<file path="config.mk">
export PLATFORM = sky130hd
export DESIGN_NAME = max7219_sequencer_flat
export DESIGN_NICKNAME = d
export VERILOG_FILES = /design/src/rtl/max7219_sequencer_if.sv /design/src/rtl/max7219_sequencer.sv /design/src/flat_wrapper.sv
export SDC_FILE = /design/constraint.sdc
export NUM_CORES = 1
export LEC_CHECK = 0
export ABC_AREA = 1
export CAP_MARGIN = 20
export CORE_MARGIN = 2
export CORE_UTILIZATION = 43
export DETAILED_ROUTE_END_ITERATION = 10
export GPL_TIMING_DRIVEN = 0
export HOLD_SLACK_MARGIN = 0.08
export PLACE_DENSITY_LB_ADDON = 0.12
export SLEW_MARGIN = 20
export SYNTH_ARGS = -nofsm -noshare
export SYNTH_HDL_FRONTEND = slang
export SYNTH_SLANG_ARGS = --single-unit
</file>
<file path="constraint.sdc">
create_clock -name clk_i -period 7.4 [get_ports clk_i]
set_clock_uncertainty 0.15 [all_clocks]
set_input_delay 2.22 -clock clk_i [delete_from_list [all_inputs] [get_ports clk_i]]
set_output_delay 2.22 -clock clk_i [all_outputs]
set_load 0.05 [all_outputs]
</file>
<file path="src/rtl/max7219_sequencer_if.sv">
// Shifter-side handshake bundle for max7219_sequencer: start/data/busy plus the MAX7219 LOAD/CS line.
interface max7219_sequencer_if;
    logic        spi_start;
    logic [15:0] spi_data;
    logic        spi_busy;
    logic        cs;

    modport master (output spi_start, output spi_data, output cs, input spi_busy);
    modport slave  (input spi_start, input spi_data, input cs, output spi_busy);
endinterface

</file>
<file path="src/rtl/max7219_sequencer.sv">
// MAX7219 command sequencer: init words, then 8 digit writes per frame through a start/busy shifter.
// Optional LEADING_ZERO_BLANK_EN blanks leading zero digits (7..1) when the frame snapshot is taken.
module max7219_sequencer #(
    parameter logic [3:0]  INTENSITY   = 4'h8,
    parameter int unsigned GAP_CYCLES  = 2,
    parameter int unsigned ARM_TIMEOUT = 8
) (
    input  logic                       clk_i,
    input  logic                       rst_i,
    input  logic [31:0]                digits_i,
    input  logic                       update_i,
    max7219_sequencer_if.master        spi,
    output logic                       ready_o,
    output logic                       err_o
);

    localparam logic [2:0] S_BOOT  = 3'd0;
    localparam logic [2:0] S_SEND  = 3'd1;
    localparam logic [2:0] S_ARM   = 3'd2;
    localparam logic [2:0] S_DRAIN = 3'd3;
    localparam logic [2:0] S_GAP   = 3'd4;
    localparam logic [2:0] S_IDLE  = 3'd5;

    localparam int unsigned CNT_MAX = (ARM_TIMEOUT > GAP_CYCLES) ? ARM_TIMEOUT : GAP_CYCLES;
    localparam int unsigned CNT_W   = $clog2(CNT_MAX + 1);

    logic [2:0]       sub_q, sub_d;
    logic             frame_q, frame_d;
    logic [2:0]       idx_q, idx_d;
    logic [CNT_W-1:0] cnt_q, cnt_d;
    logic [31:0]      snap_q, snap_d;
    logic             pending_q, pending_d;
    logic             err_q, err_d;
    logic             start_q;
    logic [15:0]      data_q;
    logic             cs_q;
    logic             ready_q;
    logic             advance;
    logic             start_frame;
    logic             last_word;

    function automatic logic [31:0] snapshot(input logic [31:0] d);
        logic [31:0] r;
`ifdef LEADING_ZERO_BLANK_EN
        logic lead;
`endif
        r = d;
`ifdef LEADING_ZERO_BLANK_EN
        lead = 1'b1;
        for (int unsigned i = 7; i >= 1; i--) begin
            if (lead && (r[4*i +: 4] == 4'h0)) r[4*i +: 4] = 4'hF;
            else                                lead = 1'b0;
        end
`endif
        return r;
    endfunction

    function automatic logic [15:0] word_of(input logic in_frame, input logic [2:0] idx,
                                            input logic [31:0] snap);
        logic [15:0] w;
        w = '0;
        if (in_frame) begin
            w = {4'h0, {1'b0, idx} + 4'd1, 4'h0, snap[{idx, 2'b00} +: 4]};
        end else begin
            case (idx)
                3'd0:    w = 16'h0F00;
                3'd1:    w = 16'h09FF;
                3'd2:    w = {8'h0A, 4'h0, INTENSITY};
                3'd3:    w = 16'h0B07;
                default: w = 16'h0C01;
            endcase
        end
        return w;
    endfunction

    always_comb begin
        sub_d       = sub_q;
        frame_d     = frame_q;
        idx_d       = idx_q;
        cnt_d       = cnt_q;
        snap_d      = snap_q;
        pending_d   = pending_q | update_i;
        err_d       = err_q;
        advance     = 1'b0;
        start_frame = 1'b0;
        last_word   = frame_q ? (idx_q == 3'd7) : (idx_q == 3'd4);

        case (sub_q)
            S_BOOT: sub_d = S_SEND;
            S_SEND: begin
                sub_d = S_ARM;
                cnt_d = '0;
            end
            S_ARM: begin
                if (spi.spi_busy) begin
                    sub_d = S_DRAIN;
                end else if (cnt_q == CNT_W'(ARM_TIMEOUT - 1)) begin
                    err_d = 1'b1;
                    sub_d = S_GAP;
                    cnt_d = '0;
                end else begin
                    cnt_d = cnt_q + CNT_W'(1);
                end
            end
            S_DRAIN: begin
                if (!spi.spi_busy) begin
                    sub_d = S_GAP;
                    cnt_d = '0;
                end
            end
            S_GAP: begin
                if (cnt_q == CNT_W'(GAP_CYCLES - 1)) advance = 1'b1;
                else                                  cnt_d = cnt_q + CNT_W'(1);
            end
            S_IDLE: begin
                if (pending_q || update_i) start_frame = 1'b1;
            end
            default: sub_d = S_BOOT;
        endcase

        if (advance) begin
            if (!last_word) begin
                idx_d = idx_q + 3'd1;
                sub_d = S_SEND;
            end else if (pending_q || update_i) begin
                start_frame = 1'b1;
            end else begin
                sub_d = S_IDLE;
            end
        end

        // Frame entry absorbs any update arriving in the same cycle.
        if (start_frame) begin
            frame_d   = 1'b1;
            idx_d     = 3'd0;
            sub_d     = S_SEND;
            snap_d    = snapshot(digits_i);
            pending_d = 1'b0;
        end
    end

    // Outputs are registered from next-state so they line up with the state they describe.
    always_ff @(posedge clk_i) begin
        if (rst_i) begin
            sub_q     <= S_BOOT;
            frame_q   <= 1'b0;
            idx_q     <= 3'd0;
            cnt_q     <= '0;
            snap_q    <= '0;
            pending_q <= 1'b1;
            err_q     <= 1'b0;
            start_q   <= 1'b0;
            data_q    <= '0;
            cs_q      <= 1'b1;
            ready_q   <= 1'b0;
        end else begin
            sub_q     <= sub_d;
            frame_q   <= frame_d;
            idx_q     <= idx_d;
            cnt_q     <= cnt_d;
            snap_q    <= snap_d;
            pending_q <= pending_d;
            err_q     <= err_d;
            start_q   <= (sub_d == S_SEND);
            cs_q      <= !((sub_d == S_SEND) || (sub_d == S_ARM) || (sub_d == S_DRAIN));
            ready_q   <= (sub_d == S_IDLE);
            if (sub_d == S_SEND) data_q <= word_of(frame_d, idx_d, snap_d);
        end
    end

    assign spi.spi_start = start_q;
    assign spi.spi_data  = data_q;
    assign spi.cs        = cs_q;
    assign ready_o       = ready_q;
    assign err_o         = err_q;

endmodule

</file>
<file path="src/flat_wrapper.sv">
// flat-port wrapper written by rule: the top's interface ports become plain ports
module max7219_sequencer_flat 
#(
    parameter logic [3:0]  INTENSITY   = 4'h8,
    parameter int unsigned GAP_CYCLES  = 2,
    parameter int unsigned ARM_TIMEOUT = 8
)
  (clk_i, rst_i, digits_i, update_i, ready_o, err_o, spi_spi_start, spi_spi_data, spi_cs, spi_spi_busy);
  max7219_sequencer_if spi_i ();
  input  logic clk_i;
  input  logic rst_i;
  input  logic [31:0] digits_i;
  input  logic update_i;
  output logic ready_o;
  output logic err_o;
  output wire logic [$bits(spi_i.spi_start)-1:0] spi_spi_start;
  output wire logic [$bits(spi_i.spi_data)-1:0] spi_spi_data;
  output wire logic [$bits(spi_i.cs)-1:0] spi_cs;
  input wire logic [$bits(spi_i.spi_busy)-1:0] spi_spi_busy;
  assign spi_spi_start = spi_i.spi_start;
  assign spi_spi_data = spi_i.spi_data;
  assign spi_cs = spi_i.cs;
  assign spi_i.spi_busy = spi_spi_busy;
  max7219_sequencer #(.INTENSITY(INTENSITY), .GAP_CYCLES(GAP_CYCLES), .ARM_TIMEOUT(ARM_TIMEOUT)) u_core (.clk_i(clk_i), .rst_i(rst_i), .digits_i(digits_i), .update_i(update_i), .spi(spi_i), .ready_o(ready_o), .err_o(err_o));
endmodule
</file>
### Layout detail

Region (24, 41) to (64, 81) µm. Cells in gray, sequential cells in the stronger gray; small squares are vias.
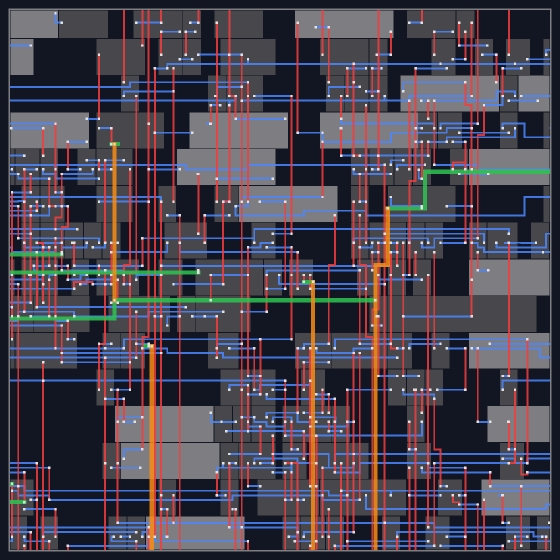
metal 2: shown in red. metal 4: shown in orange. metal 3: shown in green. metal 1: shown in blue.
Most frequent: nand2_1 (31), inv_1 (16). Sequential cells in the window: 15. 138 logic cells have their middle in the window. Netlist names of flops here include u_core.snap_q (5), u_core.idx_q (3), u_core.spi.spi_data (3).

==> impl_metrics.env <==
# physical design summary
export IMPL_p_int_uw=639
export IMPL_cts_buffers=9
export IMPL_io_pins=56
export IMPL_ys_flop_type="dfxtp_1"
export IMPL_lay_top_count="nand2_1"
export IMPL_power_density_nw_per_um2=255
export IMPL_drc=0
export IMPL_r2r_start="u_core.cnt_q[0]"
export IMPL_rsz0062_at_grt="no"
export IMPL_arrival_ns=4.52
export IMPL_crit_end="u_core.spi.spi_data[10]"
export IMPL_firstDrtPassIters=4
export IMPL_max_freq_mhz=225
export IMPL_numClockSinks=57
export IMPL_area_growth_pct=28.0
export IMPL_status="completed"
export IMPL_cts_root_buffer="clkbuf_8"
export IMPL_drive_above_1_share=0.110
export IMPL_top_cell="nand2_1"
export IMPL_min_period_ns=4.44
export IMPL_drt_iter0_drc=107
export IMPL_top_cells_by_area="dfxtp_1 38%, nand2_1 11%, nand3_1 8.3%, inv_1 6.4%, a21oi_1 5.3%"
export IMPL_comb_power_share=0.315
export IMPL_placed_area_um2=3640
export IMPL_cap_viol_max_count=0
export IMPL_yosysChipArea_um2=3010
export IMPL_grt_pass1_wl_um=12500
export IMPL_reg2reg_slack_ns=4.59
export IMPL_synth_avg_cell_area_um2=6.99
export IMPL_cts_resized_gates=0
export IMPL_endpoint_kind="register"
export IMPL_r2r_end="u_core.spi.spi_data[0]"
export IMPL_track_usage=0.210
export IMPL_yosys_warnings=0
export IMPL_startpoint="update_i"
export IMPL_clockBufferDepth=2
export IMPL_cts_tree="done"
export IMPL_irDropWorstVdd_mv=0.185
export IMPL_post_route_util=0.567
export IMPL_synthesis_instances=431
export IMPL_synth_area_um2=3010
export IMPL_cp_common_cell="inv_1"
export IMPL_total_power_uw=984
export IMPL_critPathMaxFanout=8
export IMPL_critical_path_class="in -> reg"
export IMPL_synthArstFlopShare=0
export IMPL_clk_pin_slew_ns=0.07
export IMPL_ys_flops=57
export IMPL_routed_wl_um=7450
export IMPL_tool_warnings=30
export IMPL_die_w_um=87.7
export IMPL_overflow=0
export IMPL_viasPerCell=4.82
export IMPL_num_antenna_cells=0
export IMPL_final_nets=539
export IMPL_final_cell_area_um2=3850
export IMPL_setup_violations_final=0
export IMPL_timing_final_crit_share=0.600
export IMPL_portBuffers=50
export IMPL_grt_max_degree=12
export IMPL_lay_top_cells="89 x nand2_1, 57 x dfxtp_1, 51 x inv_1, 50 x nand3_1, 50 x clkdlybuf4s50_1"
export IMPL_yosysUniqueCellTypes=32
export IMPL_worstPathRequired_ns=7.48
export IMPL_top_area_frac=0.379
export IMPL_finalHoldViolations=0
export IMPL_ant_nets=0
export IMPL_core_um2=6790
export IMPL_fp_util=0.443
export IMPL_ys_cells=431
export IMPL_reg2regPathDepth=17
export IMPL_clkPwrFrac=0.321
export IMPL_largest_area_cell="dfxtp_1"
export IMPL_holdBufCountCts=0
export IMPL_antenna_found_initial=0
export IMPL_common_cells="89 x nand2_1, 57 x dfxtp_1, 51 x inv_1, 50 x nand3_1, 41 x nor2_1"
export IMPL_cpPeakStageDelay_ns=0.40
export IMPL_num_vias=2872
export IMPL_max_slew_worst_pin_slew_ns=0.569
export IMPL_start_kind="input port"
export IMPL_path_cells="clkdlybuf4s50_1 -> nor2_1 -> inv_1 -> nand2_1 -> nand2_2 -> nand3_4 -> nand3_2 -> inv_1 -> ha_1 -> ha_1 -> inv_1 -> nand2_1 -> nor2_1 -> o21ai_0 -> a21oi_1"
export IMPL_post_cts_buffers=0
export IMPL_worstSkewPairLatency_ns=0.34
export IMPL_die_area_um2=7690
export IMPL_p_leak_nw=1.73
export IMPL_maxSlewHeadroom=0.618
export IMPL_worstHoldPathType="reg -> reg"
export IMPL_grt_pass1_vias=2807
export IMPL_sequentialPowerShare=0.364
export IMPL_rows=30
export IMPL_crit_path_top_delay_cell="clkdlybuf4s50_1"
export IMPL_switching_share=0.350
export IMPL_dp_hpwl_um=5610
export IMPL_htreeDepth=3
export IMPL_maxSlewViolCount=0
export IMPL_p_switching_uw=344
export IMPL_setup_tns_final_ns=0
export IMPL_edf_count=0
export IMPL_synth_seq_share=0.379
export IMPL_gp_congestion=0.941
export IMPL_die_height_um=87.7
### Track usage over the die

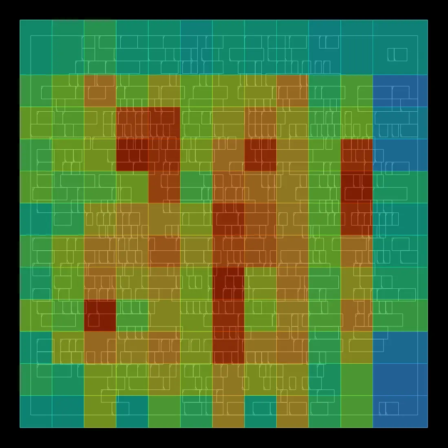
WL/cell: 12.5 µm
met1 Resource Use GR: 0.254

==> cell type report <==
cell class | count | area [µm²]
fill | 689 | 2940
multi-input combinational | 294 | 1490
sequential | 57 | 1140
timing repair buffer | 50 | 500
inverter | 55 | 206
buffer | 28 | 188
clock buffer | 10 | 128
tap | 96 | 120
clock inverter | 6 | 82.6
==> layer usage <==
metal	up-vias	wire length, µm	GRT usage
met3	14	295	0.0547
met5	-	0	0
met4	0	149	0.0755
met2	65	3570	0.362
li1	1521	-	-
met1	1272	3440	0.254
==> how the worst min path moves through the flow <==
| stage | cells after the start | endpoint | start | slack, ns |
|---|---|---|---|---|
| global route | 2 | u_core.err_o | u_core.err_o | 0.32 |
| finish | 2 | u_core.err_o | u_core.err_o | 0.30 |
| global placement | 2 | u_core.err_o | u_core.err_o | 0.29 |
| floorplan | 2 | u_core.snap_q[14] | u_core.snap_q[14] | 0.28 |
| CTS | 2 | u_core.err_o | u_core.err_o | 0.30 |
| detailed placement | 2 | u_core.err_o | u_core.err_o | 0.29 |
==> sequential cells by signal, summed over array words and instances, names as in the netlist, 3 cells and up <==
| signal | cells |
|---|---|
| u_core.sub_q | 3 |
| u_core.snap_q | 32 |
| u_core.spi.spi_data | 9 |
| u_core.idx_q | 3 |
| u_core.cnt_q | 4 |
==> power groups by stage <==
stage	combinational, mW	sequential [mW]	clock (mW)
after floorplan	0.147	0.431	0
after global placement	0.306	0.365	0
after detailed placement	0.310	0.365	0
after CTS	0.312	0.358	0.321
after global routing	0.338	0.362	0.333
final	0.310	0.358	0.315
==> logic make-up after synthesis <==
kind of cell / after synthesis / synth area share
compound gates: 65 / 0.119
xor+xnor: 1 / 0.00291
fa+ha+maj: 8 / 0.0332
buf+inv: 83 / 0.131
flops: 57 / 0.379
other cells: 1 / 0.00125
simple gates: 216 / 0.334
==> per-stage QoR <==
step           hold slack, ns  std cells  worst slack [ns]
6_report                0.297        596              2.96
5_1_grt                 0.319        596              2.72
4_1_cts                 0.300        596              2.99
3_5_place_dp            0.291        580              2.65
3_3_place_gp            0.288        580              2.65
2_1_floorplan           0.280        434              3.40
==> worst max-delay path, delay by kind of cell <==
| family | cells | cell delay (ns) |
|---|---|---|
| and+or+nand+nor | 7 | 0.83 |
| buffers and inverters | 4 | 0.81 |
| adders and majority gates | 2 | 0.38 |
| AOI/OAI and AO/OA | 2 | 0.26 |
No activity file was given, so power comes from the tool's default toggle rates.
